### src/rtl/sys_ctrl_rx_cmd.sv
// Receive-side command decoder: turns UART byte frames into register-file
// writes/reads, burst writes and ALU starts, with per-frame timeout recovery.
module sys_ctrl_rx_cmd #(
  parameter int DATA_WIDTH = 8,
  parameter int ADDR_WIDTH = 4,
  parameter int FUN_WIDTH  = 4,
  parameter int OPA_ADDR   = 0,
  parameter int OPB_ADDR   = 1,
  parameter int TIMEOUT    = 255
) (
  input  logic                  CLK,
  input  logic                  RST,
  input  logic [DATA_WIDTH-1:0] RX_P_DATA,
  input  logic                  RX_D_VLD,
  output logic                  ALU_EN,
  output logic [FUN_WIDTH-1:0]  ALU_FUN,
  output logic                  CLK_EN,
  output logic [ADDR_WIDTH-1:0] Address,
  output logic                  WrEn,
  output logic                  RdEn,
  output logic [DATA_WIDTH-1:0] WrData,
  output logic                  BUSY,
  output logic                  CMD_ERR
);

  localparam logic [3:0] IDLE     = 4'd0;
  localparam logic [3:0] WR_ADD   = 4'd1;
  localparam logic [3:0] WR_DATA  = 4'd2;
  localparam logic [3:0] RD_ADD   = 4'd3;
  localparam logic [3:0] ALU_OPA  = 4'd4;
  localparam logic [3:0] ALU_OPB  = 4'd5;
  localparam logic [3:0] ALU_FUNC = 4'd6;
  localparam logic [3:0] ALU_NOP  = 4'd7;
  localparam logic [3:0] BW_ADD   = 4'd8;
  localparam logic [3:0] BW_CNT   = 4'd9;
  localparam logic [3:0] BW_DATA  = 4'd10;

  localparam int TW = (TIMEOUT > 0) ? $clog2(TIMEOUT + 1) : 1;

  logic [3:0]            state_q, state_d;
  logic [ADDR_WIDTH-1:0] addr_q, addr_d;
  logic [DATA_WIDTH-1:0] bcnt_q, bcnt_d;
  logic [TW-1:0]         tmo_q, tmo_d;

  logic                  wr_en_q, wr_en_d;
  logic                  rd_en_q, rd_en_d;
  logic                  alu_en_q, alu_en_d;
  logic                  err_q, err_d;
  logic                  clk_en_q, clk_en_d;
  logic                  busy_q, busy_d;
  logic [ADDR_WIDTH-1:0] address_q, address_d;
  logic [DATA_WIDTH-1:0] wr_data_q, wr_data_d;
  logic [FUN_WIDTH-1:0]  alu_fun_q, alu_fun_d;

  logic                  cmd_hi_zero;
  logic                  addr_bad;
  logic                  timeout_hit;
  logic [7:0]            cmd_byte;
  logic [ADDR_WIDTH-1:0] frame_addr;

  assign cmd_byte    = RX_P_DATA[7:0];
  assign cmd_hi_zero = ((RX_P_DATA >> 8) == '0);
  assign addr_bad    = ((RX_P_DATA >> ADDR_WIDTH) != '0);
  assign frame_addr  = RX_P_DATA[ADDR_WIDTH-1:0];

  // Counter sits at TIMEOUT for one cycle; a frame arriving then still wins.
  assign timeout_hit = (TIMEOUT != 0) && (state_q != IDLE) && !RX_D_VLD &&
                       (tmo_q == TW'(TIMEOUT));

  always_comb begin
    state_d   = state_q;
    addr_d    = addr_q;
    bcnt_d    = bcnt_q;
    tmo_d     = tmo_q;
    wr_en_d   = 1'b0;
    rd_en_d   = 1'b0;
    alu_en_d  = 1'b0;
    err_d     = 1'b0;
    address_d = address_q;
    wr_data_d = wr_data_q;
    alu_fun_d = alu_fun_q;

    if (state_q == IDLE || RX_D_VLD) begin
      tmo_d = '0;
    end else if (tmo_q != TW'(TIMEOUT)) begin
      tmo_d = tmo_q + TW'(1);
    end

    if (timeout_hit) begin
      err_d   = 1'b1;
      state_d = IDLE;
    end else if (RX_D_VLD) begin
      case (state_q)
        IDLE: begin
          if (!cmd_hi_zero) begin
            err_d = 1'b1;
          end else begin
            case (cmd_byte)
              8'hAA:   state_d = WR_ADD;
              8'hBB:   state_d = RD_ADD;
              8'hCC:   state_d = ALU_OPA;
              8'hDD:   state_d = ALU_NOP;
              8'hEE:   state_d = BW_ADD;
              default: err_d   = 1'b1;
            endcase
          end
        end
        WR_ADD: begin
          if (addr_bad) begin
            err_d   = 1'b1;
            state_d = IDLE;
          end else begin
            addr_d  = frame_addr;
            state_d = WR_DATA;
          end
        end
        WR_DATA: begin
          wr_en_d   = 1'b1;
          address_d = addr_q;
          wr_data_d = RX_P_DATA;
          state_d   = IDLE;
        end
        RD_ADD: begin
          if (addr_bad) begin
            err_d = 1'b1;
          end else begin
            rd_en_d   = 1'b1;
            address_d = frame_addr;
          end
          state_d = IDLE;
        end
        ALU_OPA: begin
          wr_en_d   = 1'b1;
          address_d = ADDR_WIDTH'(OPA_ADDR);
          wr_data_d = RX_P_DATA;
          state_d   = ALU_OPB;
        end
        ALU_OPB: begin
          wr_en_d   = 1'b1;
          address_d = ADDR_WIDTH'(OPB_ADDR);
          wr_data_d = RX_P_DATA;
          state_d   = ALU_FUNC;
        end
        ALU_FUNC, ALU_NOP: begin
          alu_en_d  = 1'b1;
          alu_fun_d = RX_P_DATA[FUN_WIDTH-1:0];
          state_d   = IDLE;
        end
        BW_ADD: begin
          if (addr_bad) begin
            err_d   = 1'b1;
            state_d = IDLE;
          end else begin
            addr_d  = frame_addr;
            state_d = BW_CNT;
          end
        end
        BW_CNT: begin
          if (RX_P_DATA == '0) begin
            err_d   = 1'b1;
            state_d = IDLE;
          end else begin
            bcnt_d  = RX_P_DATA;
            state_d = BW_DATA;
          end
        end
        BW_DATA: begin
          wr_en_d   = 1'b1;
          address_d = addr_q;
          wr_data_d = RX_P_DATA;
          addr_d    = addr_q + ADDR_WIDTH'(1);
          if (bcnt_q == DATA_WIDTH'(1)) begin
            bcnt_d  = '0;
            state_d = IDLE;
          end else begin
            bcnt_d = bcnt_q - DATA_WIDTH'(1);
          end
        end
        default: state_d = IDLE;
      endcase
    end
  end

  // Gate enable tracks the next state so it is registered alongside the FSM.
  assign clk_en_d = (state_d == ALU_FUNC) || (state_d == ALU_NOP) || alu_en_d;
  assign busy_d   = (state_d != IDLE);

  always_ff @(posedge CLK or negedge RST) begin
    if (!RST) begin
      state_q   <= IDLE;
      addr_q    <= '0;
      bcnt_q    <= '0;
      tmo_q     <= '0;
      wr_en_q   <= 1'b0;
      rd_en_q   <= 1'b0;
      alu_en_q  <= 1'b0;
      err_q     <= 1'b0;
      clk_en_q  <= 1'b0;
      busy_q    <= 1'b0;
      address_q <= '0;
      wr_data_q <= '0;
      alu_fun_q <= '0;
    end else begin
      state_q   <= state_d;
      addr_q    <= addr_d;
      bcnt_q    <= bcnt_d;
      tmo_q     <= tmo_d;
      wr_en_q   <= wr_en_d;
      rd_en_q   <= rd_en_d;
      alu_en_q  <= alu_en_d;
      err_q     <= err_d;
      clk_en_q  <= clk_en_d;
      busy_q    <= busy_d;
      address_q <= address_d;
      wr_data_q <= wr_data_d;
      alu_fun_q <= alu_fun_d;
    end
  end

  assign ALU_EN  = alu_en_q;
  assign ALU_FUN = alu_fun_q;
  assign CLK_EN  = clk_en_q;
  assign Address = address_q;
  assign WrEn    = wr_en_q;
  assign RdEn    = rd_en_q;
  assign WrData  = wr_data_q;
  assign BUSY    = busy_q;
  assign CMD_ERR = err_q;

endmodule

### config.mk
export PLATFORM = sky130hd
export DESIGN_NAME = sys_ctrl_rx_cmd
export DESIGN_NICKNAME = d
export VERILOG_FILES = /design/src/rtl/sys_ctrl_rx_cmd.sv
export SDC_FILE = /design/constraint.sdc
export NUM_CORES = 1
export LEC_CHECK = 0
export ABC_AREA = 1
export CAP_MARGIN = 20
export CORE_MARGIN = 2
export CORE_UTILIZATION = 40
export CTS_CLUSTER_SIZE = 20
export DETAILED_ROUTE_END_ITERATION = 8
export PLACE_DENSITY = 0.65
export SLEW_MARGIN = 10
export SYNTH_ARGS = -nofsm -noshare
export SYNTH_HDL_FRONTEND = slang
export SYNTH_SLANG_ARGS = --single-unit
### constraint.sdc
create_clock -name CLK -period 3.96 [get_ports CLK]
set_input_delay 1.188 -clock CLK [delete_from_list [all_inputs] [get_ports CLK]]
set_output_delay 1.188 -clock CLK [all_outputs]
set_load 0.02 [all_outputs]
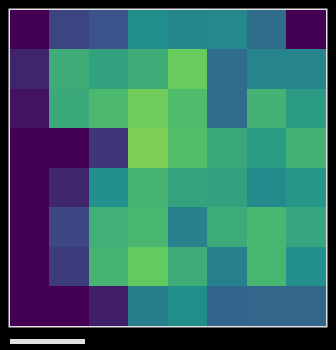
*Placement density heat map, run 1*
Scale bar: 20 um. The die is cut into 8 by 8 equal tiles; dark purple is low, yellow is high, 0 to 100% covered.
The densest ninth of the die: centre. The mean over all tiles is 42%. 14% of the tiles are nearly empty. The fullest tile reaches 80%. 6.2% of the tiles are over 75% full.

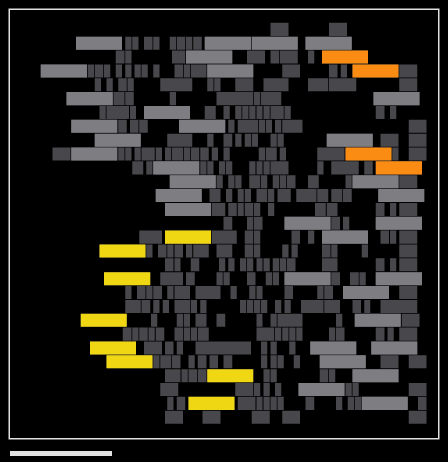
*Sequential cells coloured by netlist name, run 1*
Scale bar: 20 um. Other sequential cells in the stronger grey, the rest of the logic in the fainter grey.
Key: orange = Address [flops 4, where north-east]; yellow = bcnt_q [flops 8, where south-west]

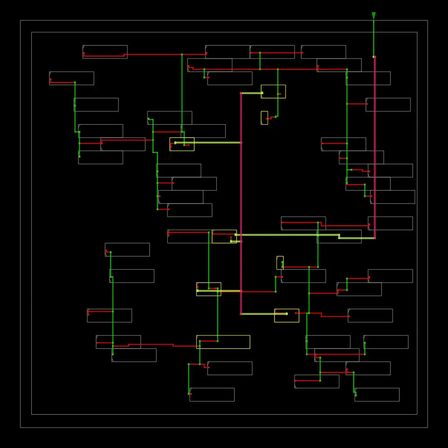
*Clock nets, run 1*
sequential cell count: 46
TritonCTS Sinks: 46
Clock Power: 0.000354 W
Max Clock Skew: 0.00306 ns

==> flow_metrics.py, run 1 <==
# Physical implementation metrics
metrics = {
    "floorplanning": {
        "die_h_um": 84.0,
        "taps": 77,
        "initCoreUtil_pct": 40.8,
        "core_area_um2": 6280,
        "ios": 33,
        "num_rows": 29,
        "design.die.area_um2": 7060,
    },
    "finish": {
        "inv_count": 43,
        "n_antenna_cell": 0,
        "final_cell_mix": "90 x nand2_1, 46 x dfrtp_1, 38 x inv_1, 34 x nor2_1, 31 x clkdlybuf4s50_1",
        "post-route-util_pct": 49.0,
        "layout.non_clock_buffers": 33,
        "buffer_area_share_pct": 10.9,
        "clock_buffers": 7,
        "fin_cells": 441,
        "seqCellArea_um2": 1150,
        "clk_share_pct": 3.46,
        "dominant_cells": "combinational gates",
        "nFillCells": 599,
        "logic_gate_count": 234,
        "combGateArea_um2": 1220,
        "seq_share_pct": 37.4,
        "layout-drive-gt1-share_pct": 9.34,
        "num-nets-final": 378,
        "lay_top_count": "nand2_1",
        "final_area_um2": 3070,
    },
    "logic_synthesis": {
        "avgSynthCellArea_um2": 7.86,
        "ys_types": 35,
        "yosys.area_share.adder_pct": 1.95,
        "top_area_cell": "dfrtp_1",
        "syn_inst": 326,
        "synth.logic.top_family": "simple AND/OR/NAND/NOR gates",
        "simple_gate_share_pct": 28.8,
        "mux_share_pct": 1.76,
        "aoi_share_pct": 12.6,
        "ys.flop_type": "dfrtp_1",
        "topCellsByArea": "dfrtp_1 45%, nand2_1 13%, inv_1 5.6%",
        "top_cell": "nand2_1",
        "ys_cells": 326,
        "synth_nets": 341,
        "yosys_area_um2": 2560,
        "synth-warning-count": 0,
        "async_flop_share_pct": 100,
        "edf_count": 0,
        "synth_seq_share_pct": 44.9,
        "ys_sh_xor_pct": 2.39,
        "ys_top_cells_by_count": "90 x nand2_1, 46 x dfrtp_1, 38 x inv_1",
        "synthDominantCellAreaShare_pct": 44.9,
    },
    "detailed_routing": {
        "drtIter0Drc": 182,
        "ant_nets": 0,
        "wl_per_cell_um": 13.1,
        "routed_via_density": 5.03,
        "dr.pass1.iters": 4,
        "drt-total-wl_um": 5790,
        "met2_length_um": 2870,
        "drc": 0,
        "top_layer_used": "met4",
        "num_vias": 2217,
        "wl_met1_um": 2660,
    },
    "power": {
        "leakagePower_nw": 1.47,
        "p_per_area_nw_per_um2": 620,
        "switchingPower_w": 0.000738,
        "powerSeq_w": 0.000752,
        "pg_comb_w": 0.000801,
        "p_seq_share_pct": 39.4,
        "internal_power_w": 0.00117,
        "total_power_w": 0.00191,
        "combPwrFrac_pct": 42.0,
        "irDropWorstVdd_mv": 0.351,
        "switching_share_pct": 38.7,
    },
    "clocking": {
        "clk_pin_slew_ns": 0.09,
        "cts_resized": 0,
        "clock-root-buffer": "clkbuf_8",
        "holdBufCountCts": 0,
        "cts_made_buffers": 5,
        "postCtsSetupRepairBufs": 0,
        "clk_path_buf_depth": 2,
        "insertion_delay_ns": 0.30,
    },
    "placed_design": {
        "place_inst": 432,
        "portBuffers": 32,
        "dp_hpwl_um": 4370,
        "place.gp.congestion": 0.936,
        "place_area_um2": 2950,
    },
    "timing": {
        "setup_viol": 0,
        "grt_setup_unrepaired": "no",
        "final_hold_viol_count": 0,
        "tightest_slew_ns": 0.406,
        "fin_setup_tns_ns": 0,
        "relSlewSlack_pct": 72.9,
        "clock.fmax_mhz": 360,
        "final-max-slew-violation-count": 0,
    },
    "global_route": {
        "grt_pass1_wl_um": 10400,
        "grt_usage_pct": 18.3,
        "grt_pass1_vias": 2142,
        "grt_use_met3_pct": 2.97,
        "use_met2_pct": 31.2,
        "antenna_found_initial": 0,
        "grt_util_met1_pct": 23.9,
        "grt_max_degree": 47,
        "grt_busiest_layer": "met2",
    },
    "worst_setup_path": {
        "rrSetupSlack_ns": 2.14,
        "critPathLaunchType": "input port",
        "cpLargestDelayFamily": "simple AND/OR/NAND/NOR gates",
        "crit_end": "BUSY",
        "required_ns": 4.15,
        "cp.arrival_ns": 2.97,
        "r2r-start": "state_q[2]",
        "crit_type": "in -> reg",
        "cp_common_cell": "nor2_1",
        "cp_slowest_stage_delay_ns": 0.51,
        "cp_cell_sequence": "clkdlybuf4s50_1 -> nor2_1 -> nand2_1 -> nor2_1 -> nor2_1 -> nor2_1 -> nand4_1 -> nand2_1 -> nor2_2 -> nor2_1 -> nand3b_1",
        "crit_buf_inv": 1,
        "worstReg2RegEnd": "BUSY",
        "r2r.worst_path.cells": 9,
        "crit_path_max_fanout": 5,
        "startpoint": "RX_P_DATA[7]",
        "critical_path_depth": 11,
    },
    "hold_path": {
        "min-delay-start": "WrData[4]",
        "min_to": "WrData[4]",
        "hold_depth": 2,
        "hp-class": "reg -> reg",
    },
    "run_status": {
        "status": "finished, final reports clean",
    },
    "flow_run": {
        "drv_cap": 0,
        "warnings": 27,
    },
}
==> inputs of run 2 (changes only) <==
--- a/config.mk
+++ b/config.mk
@@ -11,7 +11,7 @@
 export CORE_UTILIZATION = 40
 export CTS_CLUSTER_SIZE = 20
 export DETAILED_ROUTE_END_ITERATION = 8
-export PLACE_DENSITY = 0.65
+export PLACE_DENSITY = 0.67
 export SLEW_MARGIN = 10
 export SYNTH_ARGS = -nofsm -noshare
 export SYNTH_HDL_FRONTEND = slang
==> constraint.sdc (replaced) <==
create_clock -name CLK -period 2.5 [get_ports CLK]
set_input_delay 0.75 -clock CLK [delete_from_list [all_inputs] [get_ports CLK]]
set_output_delay 0.75 -clock CLK [all_outputs]
set_load 0.02 [all_outputs]
==> run 2 against run 1 <==
Register-to-register slack worse by 1.4 ns. Sequential share of layout area fell by 0.89 points. Flip-flop count stayed put. Critical path depth stayed put. Hold slack worse by 0.088 ns. Critical endpoint unchanged. Largest power group unchanged.
==> flow_metrics.py, run 2 <==
# Physical implementation metrics
metrics = {
    "placed_design": {
        "dp_hpwl_um": 4480,
        "place_area_um2": 3040,
        "place_inst": 443,
    },
    "worst_setup_path": {
        "cp_slowest_stage_delay_ns": 0.51,
        "crit_end": "BUSY",
        "required_ns": 2.69,
        "startpoint": "RX_P_DATA[7]",
        "worstReg2RegEnd": "BUSY",
        "crit_buf_inv": 1,
        "critical_path_depth": 11,
        "r2r.worst_path.cells": 9,
        "rrSetupSlack_ns": 0.72,
        "cp.arrival_ns": 2.36,
    },
    "timing": {
        "clock.fmax_mhz": 459,
        "grt_setup_unrepaired": "no",
        "finClkSkew_ns": 0.00993,
        "final-max-slew-violation-count": 0,
        "tightest_slew_ns": 0.347,
        "fin_setup_tns_ns": 0,
        "relSlewSlack_pct": 76.9,
    },
    "clocking": {
        "cts.sinks": 46,
        "cts_made_buffers": 5,
        "clock-root-buffer": "clkbuf_8",
        "clk_pin_slew_ns": 0.08,
    },
    "finish": {
        "clock_buffers": 7,
        "inv_count": 43,
        "seqCellArea_um2": 1150,
        "seq_share_pct": 36.6,
        "dominant_cells": "combinational gates",
        "layout-drive-gt1-share_pct": 11.8,
        "n_antenna_cell": 0,
        "nFillCells": 614,
        "combGateArea_um2": 1220,
        "layout.non_clock_buffers": 43,
    },
    "floorplanning": {
        "core_area_um2": 6280,
        "die_h_um": 84.0,
        "initCoreUtil_pct": 40.8,
    },
    "detailed_routing": {
        "drtIter0Drc": 156,
        "wl_met1_um": 2600,
        "wl_per_cell_um": 12.6,
        "num_vias": 2236,
        "drt-total-wl_um": 5690,
    },
    "global_route": {
        "grt_util_met1_pct": 22.4,
        "grt_pass1_vias": 2163,
        "grt_use_met3_pct": 3.26,
        "grt_busiest_layer": "met2",
        "use_met2_pct": 29.2,
        "grt_usage_pct": 17.4,
        "grt_pass1_wl_um": 9980,
    },
    "logic_synthesis": {
        "synth.logic.top_family": "simple AND/OR/NAND/NOR gates",
        "top_area_cell": "dfrtp_1",
        "ys_cells": 326,
        "edf_count": 0,
        "ys.flop_type": "dfrtp_1",
        "ys_sh_xor_pct": 2.39,
        "topCellsByArea": "dfrtp_1 45%, nand2_1 13%, inv_1 5.6%",
        "synth_seq_share_pct": 44.9,
        "top_cell": "nand2_1",
        "ys_top_cells_by_count": "90 x nand2_1, 46 x dfrtp_1, 38 x inv_1",
        "syn_inst": 326,
        "synth-warning-count": 0,
        "mux_share_pct": 1.76,
    },
    "power": {
        "leakagePower_nw": 1.51,
        "switchingPower_w": 0.00115,
        "internal_power_w": 0.00186,
        "combPwrFrac_pct": 42.6,
        "total_power_w": 0.00301,
        "powerSeq_w": 0.00119,
    },
    "hold_path": {
        "hp-class": "in -> async",
    },
    "run_status": {
        "status": "finished, final reports clean",
    },
    "flow_run": {
        "warnings": 27,
        "drv_cap": 0,
    },
}
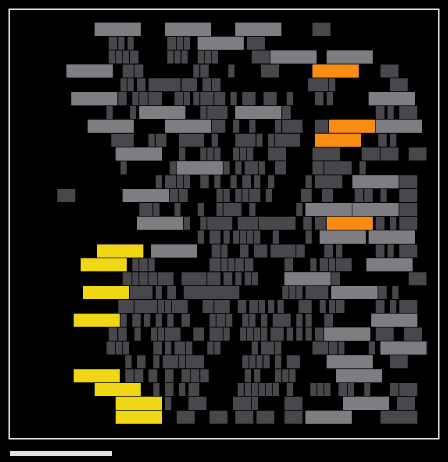
*Sequential cells coloured by netlist name, run 2*
Scale bar: 20 um. Other sequential cells in the stronger grey, the rest of the logic in the fainter grey.
Key: orange = Address [flops 4]; yellow = bcnt_q [flops 8, where south-west]

No activity file was given, so power comes from the tool's default toggle rates.
